==> config.mk <==
export PLATFORM = sky130hd
export DESIGN_NAME = datapath
export DESIGN_NICKNAME = d
export VERILOG_FILES = /design/src/rtl/datapath.sv
export SDC_FILE = /design/constraint.sdc
export NUM_CORES = 2
export LEC_CHECK = 0
export CAP_MARGIN = 20
export CORE_ASPECT_RATIO = 1.25
export CORE_MARGIN = 2
export CORE_UTILIZATION = 45
export CTS_CLUSTER_SIZE = 16
export DETAILED_ROUTE_END_ITERATION = 8
export PLACE_DENSITY = 0.72
export SLEW_MARGIN = 5
export SYNTH_ARGS = -nofsm -noshare
export SYNTH_HDL_FRONTEND = slang
export SYNTH_HIERARCHICAL = 1
export SYNTH_SLANG_ARGS = --single-unit
==> constraint.sdc <==
create_clock -name clk -period 32.4 [get_ports clk]
set_input_delay 6.48 -clock clk [delete_from_list [all_inputs] [get_ports clk]]
set_output_delay 6.48 -clock clk [all_outputs]
set_load 0.05 [all_outputs]
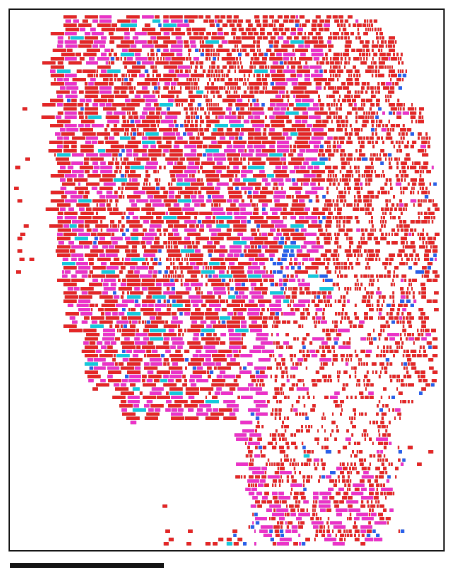
**Above:** drive-strength map.
Bar = 100 um.
[x3 and x4] blue | cells: 175 | most used: buf_4
[x2] magenta | cells: 836 | most used: mux2_2
[x6 and larger] cyan | cells: 76 | most used: clkbuf_16
[x1 and smaller] red | cells: 3093 | most used: dfrtp_1
Repair and plain buffers: 329
area delta synth->final: 10.5%

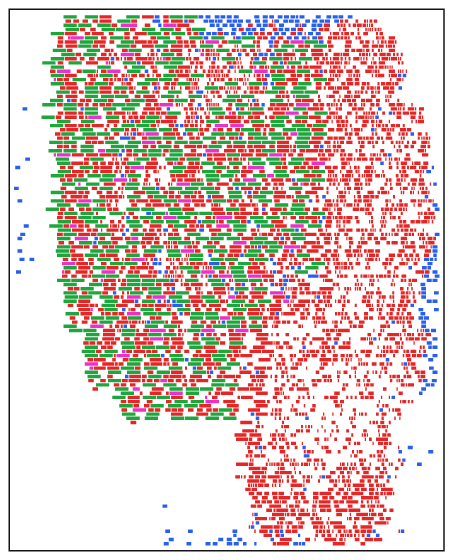
**Above:** cells colored by class.
[registers] green | cells: 512
[remaining logic cells] red | cells: 3246
[clock drivers and dummy loads] magenta | cells: 93
[remaining buffers and delay cells] blue | cells: 329
Site Rows: 127
core area: 0.0958 mm2

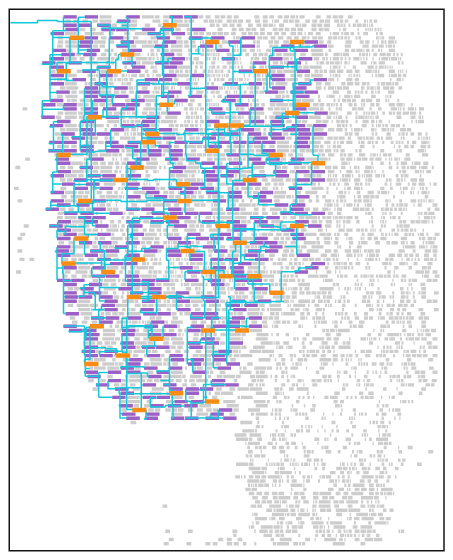
**Above:** clock distribution.
[clock wires] cyan | length: 6280 um
[clock-net drivers] orange | count: 50
[flip-flops] purple | count: 512
routed clock nets: 51
Clock power frac: 19.6%
clk pwr: 612 uW
Late-Pin Clk Latency: 610 ps
clock skew: 26.7 ps

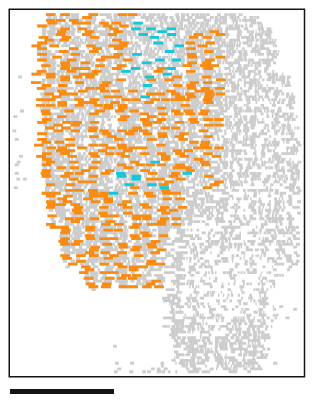
**Above:** register map, names as in the netlist.
Bar = 100 um. Other cells in gray.
[`PC`] cyan | sequential cells: 32 | where: top center
[`rf/regs_q`] orange | sequential cells: 480
Flop area: 0.0128 mm2
seq pwr: 980 uW

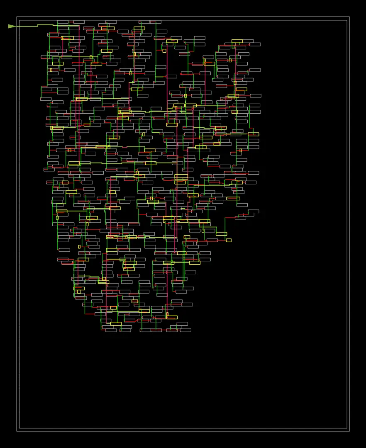
**Above:** the clock network.
TritonCTS Buffers: 50
flop count: 512
CLK BUF: 69
CTS sink cnt: 512

==> deck_impl_summary.md <==
Physical Implementation Snapshot

Placement
  – Setup WS pre-CTS: 8550 ps

Synthesis
  – Max-area cell share: 29.5%
  – Ys cells: 4166
  – Mean cell area of the mapped netlist: approximately 10 um2
  – YS chip area: between 0.04 and 0.05 mm2
  – Asr flop ratio synth: 100%
  – Post-synth top cells: 512 x dfrtp_1, 463 x mux2_2, 290 x mux4_2

Pwr
  – Combinational power: roughly 1.5 mW
  – Pint: 1.80 mW

Clock tree
  – CTS tree: done
  – Post_cts resized: 0
  – Clock transition at path regs: 60 ps

Global route
  – Met3 usage: 8.84%
  – Met2 Resource Use GR: 52.8%
  – Number of global-route vias before repair: 37100
  – Gr busiest metal: met2
  – First-pass GRT wire length: 253000 um

Finish
  – Clock buf/inv share: 3.55%
  – Post-layout nets: roughly 4400
  – Combinational fraction of the cell area: 59.3%

Drt
  – Routed vias: 38100
  – Post-route DRC: 0
  – DR top layer: met4
  – Routed length on met1: 62400 um
  – Wire length per cell: around 32 um
  – Antenna viol nets, final: 0

Worst setup path
  – Most frequent cell on the critical path: o21ai_0
  – Setup Crit Path Kind: input port to primary output
  – Buf+Inv Stages, Crit Path: 5

Floorplanning
  – Die x size: 282 um
  – I/O pin count: 183

STA
  – Worst-margin pin slew: approximately 1200 ps
  – Rel. slew slack: 19.2%

Run status
  – Status: complete, no violations

Hold path
  – Hold Crit Depth: 1

Flow run
  – Log Warnings: 107
[logic make-up (layout without fill, tap and decap cells)]
| group | count (synthesis) | count (layout) | share of synthesized area (%) |
|---|---|---|---|
| AOI/OAI and AO/OA | 912 | 912 | 14.0 |
| xor gates and xnor gates | 105 | 105 | 2.12 |
| adders and majority gates | 133 | 133 | 3.85 |
| buffers and inverters | 536 | 550 | 5.52 |
| DFF | 512 | 512 | 29.5 |
| muxes | 1121 | 1121 | 35.8 |
| other | 0 | 3 | 0 |
| and+or+nand+nor | 847 | 847 | 9.18 |
[stage by stage]
stage / cells / area (um2)
2_1_floorplan: 4166 / 43400
3_3_place_gp: 5362 / 46100
3_5_place_dp: 5365 / 46100
4_1_cts: 5458 / 47800
5_1_grt: 5472 / 48000
6_report: 5473 / 48000
Power figures rest on the tool's default switching activity, not on a simulated workload.
